==> config.mk <==
export PLATFORM = sky130hd
export DESIGN_NAME = cdc_event_sender
export DESIGN_NICKNAME = d
export VERILOG_FILES = /design/src/rtl/cdc_event_sender.sv
export SDC_FILE = /design/constraint.sdc
export NUM_CORES = 1
export LEC_CHECK = 0
export CAP_MARGIN = 20
export CORE_ASPECT_RATIO = 1.4
export CORE_MARGIN = 1.5
export CORE_UTILIZATION = 35
export DETAILED_ROUTE_END_ITERATION = 8
export PLACE_DENSITY_LB_ADDON = 0.1
export SLEW_MARGIN = 25
export SYNTH_ARGS = -nofsm -noshare
export SYNTH_HDL_FRONTEND = slang
export SYNTH_SLANG_ARGS = --single-unit
==> constraint.sdc <==
create_clock -name clk_input -period 2.2 [get_ports clk_input]
set_input_delay 0.33 -clock clk_input [delete_from_list [all_inputs] [get_ports clk_input]]
set_output_delay 0.33 -clock clk_input [all_outputs]
set_load 0.01 [all_outputs]
==> src/rtl/cdc_event_sender.sv <==
// -----------------------------------------------------------------------------
// cdc_event_sender
//
// Purpose:
//   Source-domain half of a four-phase request/acknowledge clock-domain
//   crossing for timestamp-like payloads. Payloads offered on the
//   event_valid/event_ready interface are buffered in a small FIFO. Each one
//   is then presented to the destination domain on data_out, qualified by
//   req_out. The asynchronous acknowledge is resynchronised into clk_input
//   before the handshake FSM uses it. A payload offered while the FIFO is
//   full is dropped and recorded in a sticky flag and a saturating counter.
//
// Parameters:
//   DATA_W       payload width in bits
//   DEPTH        FIFO entries (power of 2, 2..16)
//   SYNC_STAGES  ack synchronizer depth (values below 2 behave as 2)
//
// Ports:
//   clk_input       source-domain clock
//   reset           asynchronous reset, active-high
//   event_valid     payload offered this cycle
//   event_data      payload to transfer
//   event_ready     FIFO can accept a payload (NOT full)
//   req_out         four-phase request, driven from a flop
//   data_out        payload presented to the destination, driven from flops
//   ack_in          asynchronous acknowledge from the destination
//   busy            handshake in progress or FIFO non-empty
//   overflow        sticky: at least one payload was dropped
//   drop_count      saturating count of dropped payloads
//   clear_overflow  clears overflow and drop_count (a same-edge drop wins)
// -----------------------------------------------------------------------------
module cdc_event_sender #(
  parameter int DATA_W      = 16,
  parameter int DEPTH       = 4,
  parameter int SYNC_STAGES = 2
) (
  input  logic              clk_input,
  input  logic              reset,
  input  logic              event_valid,
  input  logic [DATA_W-1:0] event_data,
  output logic              event_ready,
  output logic              req_out,
  output logic [DATA_W-1:0] data_out,
  input  logic              ack_in,
  output logic              busy,
  output logic              overflow,
  output logic [7:0]        drop_count,
  input  logic              clear_overflow
);

  // ---------------------------------------------------------------------------
  // Derived sizes
  // ---------------------------------------------------------------------------
  localparam int N_SYNC = (SYNC_STAGES < 2) ? 2 : SYNC_STAGES;
  localparam int AW     = (DEPTH > 1) ? $clog2(DEPTH) : 1;
  localparam int CW     = $clog2(DEPTH + 1);

  localparam logic [CW-1:0] FULL_COUNT = CW'(DEPTH);
  localparam logic [AW-1:0] PTR_ONE    = AW'(1);
  localparam logic [CW-1:0] COUNT_ONE  = CW'(1);

  typedef enum logic [1:0] {
    IDLE    = 2'd0,
    REQ     = 2'd1,
    RELEASE = 2'd2
  } state_t;

  // ---------------------------------------------------------------------------
  // Acknowledge synchronizer
  // Only the final stage (ack_s) is ever looked at; the earlier stages exist
  // purely to let a metastable first flop settle.
  // ---------------------------------------------------------------------------
  logic [N_SYNC-1:0] ack_sync;
  logic              ack_s;

  // NOTE: sequential state is assigned with non-blocking (<=) so every flop
  // samples the pre-edge value of its neighbours, which is what makes this
  // shift register a chain of N_SYNC flops rather than a single wire.
  always_ff @(posedge clk_input or posedge reset) begin
    if (reset) begin
      ack_sync <= '0;
    end else begin
      ack_sync <= {ack_sync[N_SYNC-2:0], ack_in};
    end
  end

  assign ack_s = ack_sync[N_SYNC-1];

  // ---------------------------------------------------------------------------
  // Payload FIFO
  // ---------------------------------------------------------------------------
  logic [DATA_W-1:0] mem [DEPTH];
  logic [AW-1:0]     wr_ptr;
  logic [AW-1:0]     rd_ptr;
  logic [CW-1:0]     count;
  logic              fifo_full;
  logic              fifo_empty;
  logic              push;
  logic              drop;
  logic              pop;

  state_t            state;

  assign fifo_full   = (count == FULL_COUNT);
  assign fifo_empty  = (count == '0);

  // Ready comes straight from the registered count: a slot freed by a pop on
  // this same edge is not advertised until the next cycle.
  assign event_ready = ~fifo_full;
  assign push        = event_valid & ~fifo_full;
  assign drop        = event_valid &  fifo_full;

  // A new handshake may only start once the destination has released its
  // previous acknowledge, both from IDLE and directly from RELEASE.
  assign pop = ~fifo_empty & ~ack_s & ((state == IDLE) | (state == RELEASE));

  // NOTE: the storage array has no reset. Its contents are only ever read
  // behind a non-zero count, and the count and pointers are reset, so
  // leaving the array unreset keeps it a plain register file or RAM.
  always_ff @(posedge clk_input) begin
    if (push) begin
      mem[wr_ptr] <= event_data;
    end
  end

  // DEPTH is a power of two, so the pointers wrap modulo DEPTH naturally.
  always_ff @(posedge clk_input or posedge reset) begin
    if (reset) begin
      wr_ptr <= '0;
      rd_ptr <= '0;
      count  <= '0;
    end else begin
      if (push) begin
        wr_ptr <= wr_ptr + PTR_ONE;
      end
      if (pop) begin
        rd_ptr <= rd_ptr + PTR_ONE;
      end
      // A push and a pop on the same edge leave the occupancy unchanged.
      unique case ({push, pop})
        2'b10:   count <= count + COUNT_ONE;
        2'b01:   count <= count - COUNT_ONE;
        default: count <= count;
      endcase
    end
  end

  // ---------------------------------------------------------------------------
  // Four-phase handshake FSM
  // req_out and data_out are registered here so the destination sees clean,
  // glitch-free signals; data_out is only loaded on a pop and otherwise holds,
  // including after req_out has fallen.
  // ---------------------------------------------------------------------------
  always_ff @(posedge clk_input or posedge reset) begin
    if (reset) begin
      state    <= IDLE;
      req_out  <= 1'b0;
      data_out <= '0;
    end else begin
      unique case (state)
        IDLE: begin
          // A stale or stuck-high ack keeps pop low, so the FSM waits here.
          if (pop) begin
            state    <= REQ;
            req_out  <= 1'b1;
            data_out <= mem[rd_ptr];
          end
        end

        REQ: begin
          if (ack_s) begin
            state   <= RELEASE;
            req_out <= 1'b0;
          end
        end

        RELEASE: begin
          if (!ack_s) begin
            if (pop) begin
              state    <= REQ;
              req_out  <= 1'b1;
              data_out <= mem[rd_ptr];
            end else begin
              state <= IDLE;
            end
          end
        end

        default: begin
          state   <= IDLE;
          req_out <= 1'b0;
        end
      endcase
    end
  end

  assign busy = (state != IDLE) | ~fifo_empty;

  // ---------------------------------------------------------------------------
  // Drop accounting
  // A drop on the same edge as a clear restarts the count at one instead of
  // being lost.
  // ---------------------------------------------------------------------------
  always_ff @(posedge clk_input or posedge reset) begin
    if (reset) begin
      overflow   <= 1'b0;
      drop_count <= 8'd0;
    end else if (drop) begin
      overflow <= 1'b1;
      if (clear_overflow) begin
        drop_count <= 8'd1;
      end else if (drop_count != 8'hFF) begin
        drop_count <= drop_count + 8'd1;
      end
    end else if (clear_overflow) begin
      overflow   <= 1'b0;
      drop_count <= 8'd0;
    end
  end

endmodule

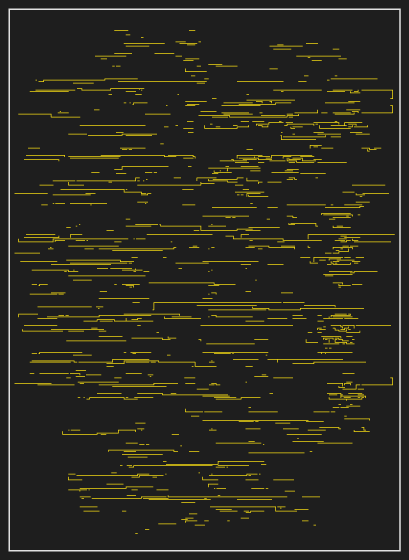
**Above:** the metal 1 layer.
The layer carries 3,040 um of wire. The layer holds 42% of the routed length.
via count: 2,077
global routing usage on met1: 0.148
detailed-route wire length: 7270 um

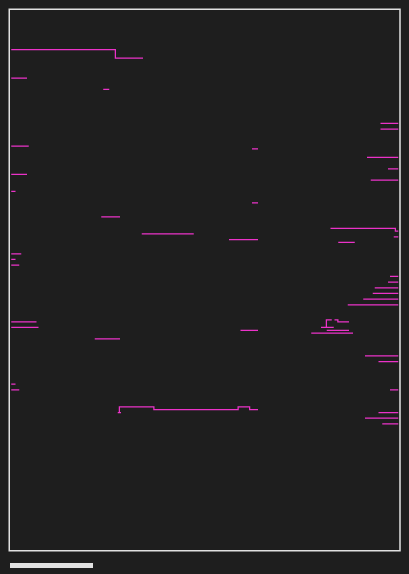
**Above:** met3 routing.
Bar = 20 um.
The longest straight run is 24.8 um. The layer carries 269 um of wire. The layer holds 3.7% of the routed length. 36 nets have wire on it.

==> results.toml <==
# flow metrics
[yosys]
enable_flop_cells = 64
synth_cell_type_count = 39
postSynthRegisterBits = 101
yosys_most_used_dff = "sky130_fd_sc_hd__edfxtp_1"
count_of_instantiated_cells_in_the_yosys_netlist = 221
synth_seq_share = 0.711
netlist_instances = 221
synth-async-reset-ratio = 0.366

[clock_tree]
clock_tree.htree_level_count = 3
cts_num_sinks = 101
post_cts_setup_bufs = 0
clock_tree.buffer_depth = 2
holdBufCountCts = 0
ctsResizeCount = 0
clkTransAtPathRegs_ps = 60

[place]
port_buffers = 48
place.gp.congestion = 0.742

[critical_path]
cp_data_required_time_ps = 2460
worst_setup_path_end_kind = "register"
cp-start-kind = "register"
crit_chain = "nor2_1, nand2_1, nand2_1, ha_1, inv_1, fa_1, xor2_1, nor2_1, xor2_1"
cp.buffers_inverters = 1
crit_path_slowest_cell = "sky130_fd_sc_hd__dfrtp_1"
crit_path_max_fanout = 6
worstPathArrival_ps = 2300
crit_type = "register to register"

[outcome]
run_status = "complete, no violations"

[global_routing]
grt_max_degree = 38
grt_usage = 0.129
first_global_vias = 2113
grt.overflow.total = 0

[cells_and_area]
area_growth_syn_to_layout_pct = 24.4

[drt]
post_drt_wl_per_cell_um = 16.8

[sta]
skew_ps = 4.52
period_needed_ps = 2040
grt_setup_unrepaired = "no"
drv_slew = 0
setup_viol = 0

[power_and_ir_drop]
power.net_switching_w = 0.00173

[floorplanning]
floorplanUtilization = 0.357
chipHeight_um = 130
chipWidth_um = 93.4
rows = 46
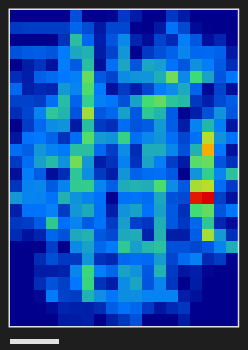
**Above:** routed metal per tile.
Bar = 20 um. The die is cut into 19 by 26 equal tiles; dark blue is low, red is high, scaled to the fullest tile. Values are wire area over tile area, all layers added.
The densest ninth of the die: east. 4.0% of the tiles are over half the peak. The fullest tile reaches 0.47. 15% of the tiles are nearly empty. The mean over all tiles is 0.094.

per-layer routing:
layer | wire length [um] | global-route usage
met4 | 182 | 0.0749
met5 | 0 | 0
met2 | 3780 | 0.223
met1 | 3040 | 0.148
met3 | 269 | 0.0241
placed cells by master (no fill, tap or decap), types with 5 or more instances in the layout:
cell,instances
sky130_fd_sc_hd__nand2_1,8
sky130_fd_sc_hd__xor2_1,5
sky130_fd_sc_hd__clkbuf_16,9
sky130_fd_sc_hd__nor2_1,10
sky130_fd_sc_hd__inv_1,7
sky130_fd_sc_hd__mux2_2,17
sky130_fd_sc_hd__dfrtp_1,37
sky130_fd_sc_hd__edfxtp_1,64
sky130_fd_sc_hd__mux4_2,16
sky130_fd_sc_hd__buf_4,11
sky130_fd_sc_hd__and3_1,5
sky130_fd_sc_hd__ha_1,6
sky130_fd_sc_hd__clkdlybuf4s50_1,48
metrics by stage:
stage	cells	worst slack [ps]	hold slack, ps	area, sq um	total power (W)
finish	433	164	359	4980	0.00620
global route	433	41.3	364	4980	0.00653
CTS	433	135	361	4980	0.00632
detailed placement	417	120	346	4690	0.00475
global placement	417	142	334	4690	0.00473
floorplan	221	127	331	4000	0.00397
power by group through the flow:
stage,logic [W],clock network [W],registers (W)
finish,0.00185,0.00154,0.00280
global route,0.00201,0.00166,0.00286
CTS,0.00190,0.00160,0.00281
detailed placement,0.00190,0,0.00285
global placement,0.00189,0,0.00284
floorplan,0.00111,0,0.00286
sequential cells by signal, indices dropped and copies added, names as in the netlist:
register    count
count           3
rd_ptr          2
req_out         1
drop_count      8
data_out       16
overflow        1
state           2
mem            64
ack_sync        2
wr_ptr          2
path summary, 6_finish.rpt:
kind                       slack, ps          end         from  cells after the start
max in group asynchronous       1410     count[0]        reset                      3
min reg2reg                      360  ack_sync[1]  ack_sync[0]                      0
max reg2reg                      160     count[2]     count[0]                      9
min                              360  ack_sync[1]  ack_sync[0]                      0
min in group asynchronous        430     state[1]        reset                      3
max                              160     count[2]     count[0]                      9
cell families (layout without fill, tap and decap cells):
family	after synthesis	after routing	share of synthesized area
flip-flops	101	101	0.711
AND/OR/NAND/NOR	41	41	0.0584
multiplexers	35	35	0.143
AND-OR/OR-AND	15	15	0.0253
buffers and inverters	14	82	0.0209
XOR/XNOR	8	8	0.0175
adder cells (fa/ha/maj)	7	7	0.0237
area by class of cell:
| cell class | instances | area [sq um] | share of cell area |
|---|---|---|---|
| repair buffers | 59 | 563 | 0.113 |
| well taps | 144 | 180 | 0.0362 |
| inverters | 7 | 26.3 | 0.00527 |
| multi-input cells | 106 | 1070 | 0.215 |
| clock buffers | 10 | 229 | 0.0460 |
| clock inverters | 6 | 63.8 | 0.0128 |
| flip-flops and latches | 101 | 2850 | 0.572 |
Power figures rest on the tool's default switching activity, not on a simulated workload.
